### Floorplan with the power grid, run 1

Bar = 50 um. Pins as bars on the die edge. Tap cells in gray.
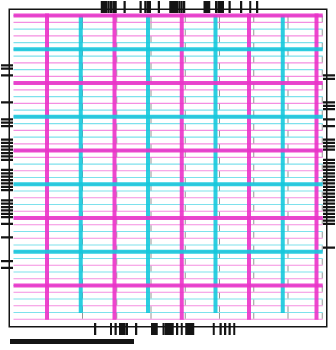
### Cell classes on the final placement, run 1

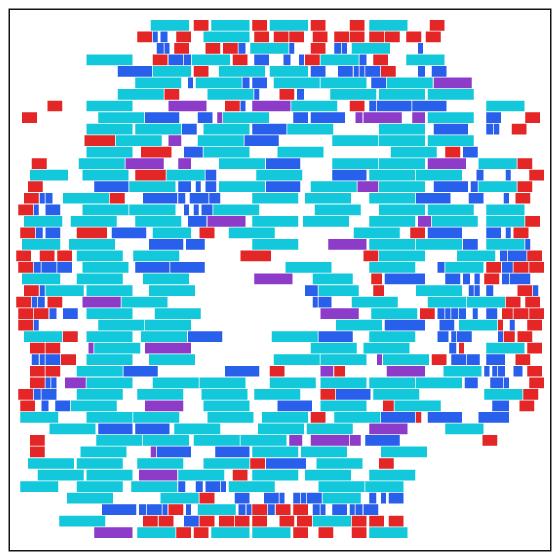
### Clock network drawn from the DEF, run 1

Bar = 50 um.
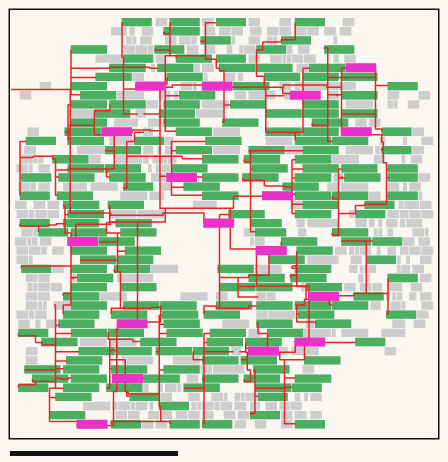
`src/rtl/regfile_writeback.sv`:
```
// Writeback arbiter for the register-file write port. ALU results win by default.
// Load results are queued in a FIFO, and a starvation guard forces periodic drains.
module regfile_writeback #(
    parameter int unsigned DEPTH        = 4,
    parameter int unsigned STARVE_LIMIT = 3
) (
    input  logic                       clk,
    input  logic                       rst_n,
    input  logic                       alu_valid,
    output logic                       alu_ready,
    input  logic [4:0]                 alu_rd,
    input  logic [31:0]                alu_data,
    input  logic                       lsu_valid,
    output logic                       lsu_ready,
    input  logic [4:0]                 lsu_rd,
    input  logic [31:0]                lsu_data,
    output logic                       RegWrite,
    output logic [4:0]                 write_register,
    output logic [31:0]                write_data,
    output logic [$clog2(DEPTH+1)-1:0] pending
);

    localparam int unsigned PW = (DEPTH > 1) ? $clog2(DEPTH) : 1;
    localparam int unsigned CW = $clog2(DEPTH + 1);
    localparam int unsigned SW = $clog2(STARVE_LIMIT + 1);
    localparam logic [CW-1:0] DepthCnt  = CW'(DEPTH);
    localparam logic [SW-1:0] StarveMax = SW'(STARVE_LIMIT);

    logic [4:0]    rd_mem   [DEPTH];
    logic [31:0]   data_mem [DEPTH];
    logic [PW-1:0] wr_ptr_q, wr_ptr_d;
    logic [PW-1:0] rd_ptr_q, rd_ptr_d;
    logic [CW-1:0] cnt_q, cnt_d;
    logic [SW-1:0] starve_q, starve_d;
    logic          we_q, we_d;
    logic [4:0]    wreg_q, wreg_d;
    logic [31:0]   wdata_q, wdata_d;
    logic          alu_fire, push, pop;

    always_comb begin
        alu_ready = (starve_q < StarveMax);
        lsu_ready = (cnt_q < DepthCnt);
        alu_fire  = alu_valid && alu_ready;
        push      = lsu_valid && lsu_ready;
        pop       = !alu_fire && (cnt_q != '0);

        wr_ptr_d = push ? wr_ptr_q + PW'(1) : wr_ptr_q;
        rd_ptr_d = pop  ? rd_ptr_q + PW'(1) : rd_ptr_q;

        cnt_d = cnt_q;
        if (push && !pop) begin
            cnt_d = cnt_q + CW'(1);
        end else if (!push && pop) begin
            cnt_d = cnt_q - CW'(1);
        end

        // Count only ALU wins that kept a non-empty FIFO waiting.
        starve_d = starve_q;
        if (pop || cnt_q == '0) begin
            starve_d = '0;
        end else if (alu_fire && starve_q < StarveMax) begin
            starve_d = starve_q + SW'(1);
        end

        we_d    = 1'b0;
        wreg_d  = wreg_q;
        wdata_d = wdata_q;
        if (alu_fire) begin
            we_d    = (alu_rd != 5'd0);
            wreg_d  = alu_rd;
            wdata_d = alu_data;
        end else if (pop) begin
            we_d    = (rd_mem[rd_ptr_q] != 5'd0);
            wreg_d  = rd_mem[rd_ptr_q];
            wdata_d = data_mem[rd_ptr_q];
        end
    end

    always_ff @(posedge clk or negedge rst_n) begin
        if (!rst_n) begin
            wr_ptr_q <= '0;
            rd_ptr_q <= '0;
            cnt_q    <= '0;
            starve_q <= '0;
            we_q     <= 1'b0;
            wreg_q   <= '0;
            wdata_q  <= '0;
        end else begin
            wr_ptr_q <= wr_ptr_d;
            rd_ptr_q <= rd_ptr_d;
            cnt_q    <= cnt_d;
            starve_q <= starve_d;
            we_q     <= we_d;
            wreg_q   <= wreg_d;
            wdata_q  <= wdata_d;
        end
    end

    // Storage needs no reset; the pointers define which slots are live.
    always_ff @(posedge clk) begin
        if (push) begin
            rd_mem[wr_ptr_q]   <= lsu_rd;
            data_mem[wr_ptr_q] <= lsu_data;
        end
    end

    assign RegWrite       = we_q;
    assign write_register = wreg_q;
    assign write_data     = wdata_q;
    assign pending        = cnt_q;

endmodule

```
`config.mk`:
```
export PLATFORM = sky130hd
export DESIGN_NAME = regfile_writeback
export DESIGN_NICKNAME = d
export VERILOG_FILES = /design/src/rtl/regfile_writeback.sv
export SDC_FILE = /design/constraint.sdc
export NUM_CORES = 1
export LEC_CHECK = 0
export CAP_MARGIN = 20
export CORE_UTILIZATION = 48
export DETAILED_ROUTE_END_ITERATION = 8
export PLACE_DENSITY = 0.84
export RECOVER_POWER = 100
export SLEW_MARGIN = 20
export SYNTH_ARGS = -nofsm -noshare
export SYNTH_HDL_FRONTEND = slang
export SYNTH_SLANG_ARGS = --single-unit
```
`constraint.sdc`:
```
create_clock -name clk -period 2.37 [get_ports clk]
set_input_delay 0.237 -clock clk [delete_from_list [all_inputs] [get_ports clk]]
set_output_delay 0.237 -clock clk [all_outputs]
set_load 0.005 [all_outputs]
```
==> reports/results.ini, run 1 <==
[timing]
maxSlewHeadroom=0.0280
fin_crit_sh=0.828
clock_skew_ps=9.16
setup_viol=0
rsz0062_at_grt=false
max_freq_mhz=509
finalSetupTns_ps=0
hold_viol=0
worst_pin_slew_ps=1460

[final_layout]
seq_area_um2=5620
nFillCells=1074
logic_area_um2=1820
areaGrowthSynthToFinish_pct=27.9
drive_gt1_frac=0.148

[drt]
highest-signal-layer=met4
post-route-drc-count=0
drt_iter0_drc=237
ant_nets=0
vias_per_cell=5.22
wl_met3_um=677
wl_met2_um=7480
wl_um=14200
wirelength_met1_um=5920
routed-via-count=3975

[yosys]
mux_share=0.163
ff_type=edfxtp_1
top_area_frac=0.589
synth.cellmix.simpleShare=0.0307
top_logic_kind=multiplexers
synth_area_per_cell_um2=18.7
edf_count=148
xor_share=0.00697
ys_cells=404
top_area_cell=edfxtp_1
synth_cell_types=24
compound_area_frac=0.0265
synth-seq-cells=195
postSynthCellCount=404
ys_sh_adder=0.0126
seq_area_frac_synth=0.745
netlist_area_um2=7540
topCellsByArea=edfxtp_1 (59%), dfrtp_1 (16%), mux4_2 (10%)
syn_nets=489
yosys_warnings=0

[job]
drv_cap=0
warnings=29

[worst_setup_path]
required_ps=2680
end_kind=register
cp-start-kind=register
crit_type=reg2reg
critPathMaxFanout=9
cp.arrival_ps=2280

[place]
dp.cells=727
place_congestion=0.717
dp_hpwl_um=9190
portBuffers=120

[global_route]
grt_pass1_vias=4288
grt_pass1_wl_um=22700
grt_max_degree=76
antenna_found_initial=1
overflow=0

[floorplan]
pin_count=121
core_um2=15300
fp-row-count=45
die_area_um2=16200
die_x_um=127
die_y_um=127
fp_util=0.494

[cts]
h-tree-depth=4
cts_setup_buffers=0
cts_max_path_buffers=2
numCtsBuffers=17
root_buffer=clkbuf_16
clk_pin_slew_worst_paths_ps=70
clkSinkCount=195
tritoncts=done

[pwr]
ir_drop_uv=603
p_leak_nw=3.37

[min_path]
hold_path_class=in2reg

[status]
status=completed

## Picture notes: 'Floorplan with the power grid'
VSS -> magenta
VDD -> cyan
met4 straps = 9
met5 straps = 9
tap cells = 211

## Picture notes: 'Cell classes on the final placement'
flops -> cyan  # cells 195
other buffers and delay cells -> red  # cells 134
clock drivers and dummy loads -> purple  # cells 32
combinational and other logic -> blue  # cells 188

## Picture notes: 'Clock network drawn from the DEF'
flip-flops -> green  # count 195
clock drivers -> magenta  # count 17
clock wires -> red  # length 2010 um
flops lie = widely spread

## run 1: cell type report
class | instances | area share
timing repair buffer | 134 | 0.141
inverter | 6 | 0.00233
tap | 211 | 0.0274
multi-input combinational | 182 | 0.188
clock inverter | 11 | 0.0106
antenna | 1 | 0.000259
clock buffer | 21 | 0.0477
sequential | 195 | 0.583
## run 1: worst paths after layout
check	cells past startpoint	slack, ps	start	to
max	4	410	rd_ptr_q[0]	RegWrite
min	3	370	alu_data[19]	write_data[19]
max reg2reg	4	410	rd_ptr_q[0]	RegWrite
min reg2reg	1	450	starve_q[0]	starve_q[0]
max in group asynchronous	3	570	rst_n	write_data[25]
min in group asynchronous	2	710	rst_n	write_data[9]
## run 1: report_power, final
group          total, mW  internal (mW)  leakage (nW)  switching, mW
Sequential          4.77           4.41          1.90          0.359
Combinational       3.03           1.67          1.19           1.36
Clock               2.72           1.51         0.273           1.21
Total               10.5           7.59          3.37           2.93
## run 1: layer usage
layer | vias up | global-route usage
met5 | - | 0
met4 | 0 | 0.0679
met3 | 11 | 0.0519
met2 | 124 | 0.331
met1 | 2002 | 0.236
li1 | 1838 | -
## run 1: cells in the mapped netlist (4+ instances only)
| cell | count |
|---|---|
| ha_1 | 6 |
| edfxtp_1 | 148 |
| dfrtp_1 | 47 |
| o21ai_0 | 39 |
| xnor2_1 | 4 |
| mux4_2 | 34 |
| mux2i_1 | 37 |
| inv_1 | 6 |
| and2_1 | 4 |
| nand2_1 | 41 |
| buf_2 | 7 |
| clkbuf_1 | 12 |
## run 1: cell usage in the layout (no fill, tap or decap), drive strengths merged
cell | synthesis | final
bufinv | 0 | 1
nor3b | 1 | 1
clkdlybuf4s50 | 0 | 39
nand2 | 41 | 41
inv | 6 | 8
diode | 0 | 1
xnor2 | 4 | 4
and2 | 4 | 4
fa | 1 | 1
dlygate4sd3 | 0 | 81
clkinv | 0 | 7
clkinvlp | 0 | 1
or4 | 2 | 2
nor2b | 2 | 2
buf | 9 | 11
mux2i | 37 | 37
ha | 6 | 6
xor2 | 2 | 2
dfrtp | 47 | 47
edfxtp | 148 | 148
mux4 | 37 | 37
nor3 | 2 | 2
mux2 | 1 | 1
o21ai | 40 | 40
nor2 | 2 | 2
clkbuf | 12 | 24
## run 1: through the flow
step | instance area, um^2 | setup WS [ps] | utilization | total power, mW
after global routing | 9650 | 258 | 0.632 | 11.1
final | 9650 | 407 | 0.632 | 10.5
after detailed placement | 9090 | 269 | 0.596 | 8.09
after global placement | 9090 | 316 | 0.596 | 7.94
after floorplan | 7540 | 152 | - | 6.66
after CTS | 9660 | 380 | 0.633 | 10.8
## run 1: critical path: stages (launching register included)
cell	delay, ps
dfrtp_2	510
mux4_1	610
or4_1	530
o21ai_1	140
nand2_1	60
## run 1: flip-flops by register name (all words and copies together), names as in the netlist, 2 cells and up
name	cells
data_mem	128
write_data	32
rd_mem	20
write_register	5
pending	3
rd_ptr_q	2
starve_q	2
wr_ptr_q	2
## run 1: what timing repair did
item,4_1_cts,5_1_grt
resized,0,0
hold buffers,1,0
endpoints found under the hold margin,21,0
==> run 1 -> run 2 <==
--- a/config.mk
+++ b/config.mk
@@ -6,9 +6,9 @@
 export NUM_CORES = 1
 export LEC_CHECK = 0
 export CAP_MARGIN = 20
-export CORE_UTILIZATION = 48
+export CORE_UTILIZATION = 53
 export DETAILED_ROUTE_END_ITERATION = 8
-export PLACE_DENSITY = 0.84
+export PLACE_DENSITY = 0.87
 export RECOVER_POWER = 100
 export SLEW_MARGIN = 20
 export SYNTH_ARGS = -nofsm -noshare
==> constraint.sdc (replaced) <==
create_clock -name clk -period 2 [get_ports clk]
set_input_delay 0.2 -clock clk [delete_from_list [all_inputs] [get_ports clk]]
set_output_delay 0.2 -clock clk [all_outputs]
set_load 0.005 [all_outputs]
### Cell classes on the final placement, run 2

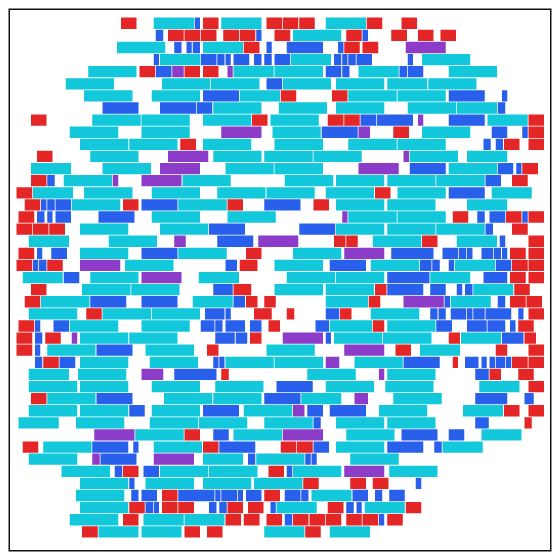
flops -> cyan  # cells 195
clock drivers and dummy loads -> purple  # cells 32
other buffers and delay cells -> red  # cells 142
combinational and other logic -> blue  # cells 188

### Floorplan with the power grid, run 2

Bar = 20 um. Pins as bars on the die edge. Tap cells in gray.
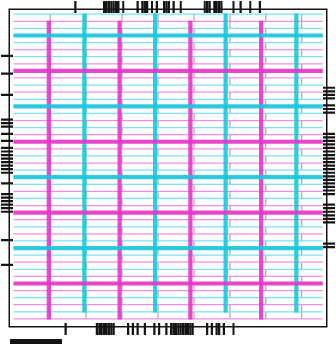
VDD -> cyan
VSS -> magenta
met1 rails = 44
signal pins = 121

### Clock nets, run 2

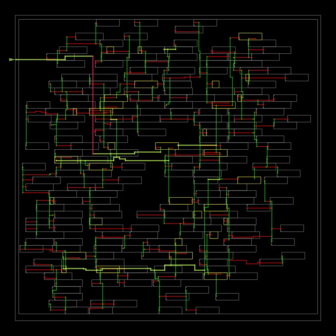
clkbuf count: 22
CTS Sinks: 195
Clock Latency Late Sink: 420 ps
TritonCTS Buffers: 17

==> reports/results.ini, run 2 <==
[status]
status=completed

[floorplan]
die_area_um2=14700
die_x_um=121
fp-row-count=43
core_um2=13900
die_y_um=121

[yosys]
synth_area_per_cell_um2=18.7
postSynthCellCount=404
yosys.cell_count.top_type=edfxtp_1
synth-seq-cells=195
synth_cell_types=24
yosys_warnings=0

[place]
place_congestion=0.744
dp_hpwl_um=9530

[global_route]
grt_pass1_vias=4342
grt_pass1_wl_um=23000
antenna_found_initial=1

[drt]
wl_um=14700
drt_iter0_drc=278
post-route-drc-count=0
highest-signal-layer=met5
wl_met3_um=697
ant_nets=0
vias_per_cell=5.57

[final_layout]
areaGrowthSynthToFinish_pct=27.1
drive_gt1_frac=0.163
final_layout_top_logic_cells=edfxtp_1 (148), dlygate4sd3_1 (81), dfrtp_1 (45)

[timing]
maxSlewHeadroom=0.511
max_freq_mhz=525
clock_skew_ps=10.1
fin_crit_sh=0.952

[cts]
tritoncts=done
cts_setup_buffers=0
h-tree-depth=4
cts_max_path_buffers=2

[pwr]
p_leak_nw=3.37
totalPowerFinal_mw=12.3
ir_drop_uv=640

[worst_setup_path]
crit_type=reg2reg
critPathMaxFanout=8
end_kind=register
crit_family=multiplexers
cp.arrival_ps=2210
cp_slowest_cell=mux4_1
crit_chain=mux4_1, or4_1, o21ai_1, nand2_1
cp_slowest_stage_delay_ps=600

[job]
drv_cap=0

## run 2: per-layer routing
layer / up-vias / track usage
li1: 1845 / -
met1: 2117 / 0.262
met2: 130 / 0.372
met3: 14 / 0.0531
met4: 2 / 0.0810
met5: - / 0
## run 2: worst paths after layout
path	startpoint	endpoint	slack, ps	cells after the start
max	rd_ptr_q[0]	RegWrite	100	4
min	alu_data[6]	write_data[6]	340	3
max reg2reg	rd_ptr_q[0]	RegWrite	100	4
min reg2reg	starve_q[0]	starve_q[0]	450	1
max in group asynchronous	rst_n	write_data[22]	520	3
min in group asynchronous	rst_n	write_data[6]	370	2
## run 2: cell families after synthesis
family	Yosys count	share of synthesized area
fa+ha+maj	7	0.0126
compound gates	40	0.0265
xor+xnor	6	0.00697
mux	75	0.163
simple gates	54	0.0307
buf+inv	27	0.0156
flops	195	0.745
## run 2: worst min-delay path, cell delays in order
cell and delay [ps]:
clkdlybuf4s50_1 390, nand2_1 50, o21ai_0 70
## run 2: timing repair
action | in CTS | in global routing
setup endpoints to repair | 0 | 2
hold buffers | 1 | 0
hold endpoints to repair | 24 | 0
gates resized | 0 | 2
## run 2: layout make-up
| type | instances | area [um^2] | share of cell area |
|---|---|---|---|
| Sequential cell | 195 | 5620 | 0.586 |
| Multi-Input combinational cell | 182 | 1830 | 0.191 |
| Timing Repair Buffer | 142 | 1370 | 0.142 |
| Clock buffer | 22 | 454 | 0.0474 |
| Tap cell | 180 | 225 | 0.0235 |
| Clock inverter | 10 | 63.8 | 0.00665 |
| Inverter | 6 | 22.5 | 0.00235 |
## run 2: report_power, final
group	total, mW	switching [mW]	internal [mW]
sequential	5.64	0.411	5.23
clock	2.98	1.37	1.61
combinational	3.71	1.70	2.01
total	12.3	3.48	8.86
## run 2: through the flow
step                       util  setup TNS [ps]  worst slack [ps]  area [um^2]  hold WS (ps)
after floorplan               -           -76.2             -54.9         7570         -95.6
after global placement    0.659               0              25.6         9150           263
after detailed placement  0.659            -138             -93.2         9150           288
after CTS                 0.697               0              43.0         9680           319
after global routing      0.691               0              5.59         9590           337
final                     0.691               0              95.3         9590           338
Power is estimated from default activity; no workload was simulated.
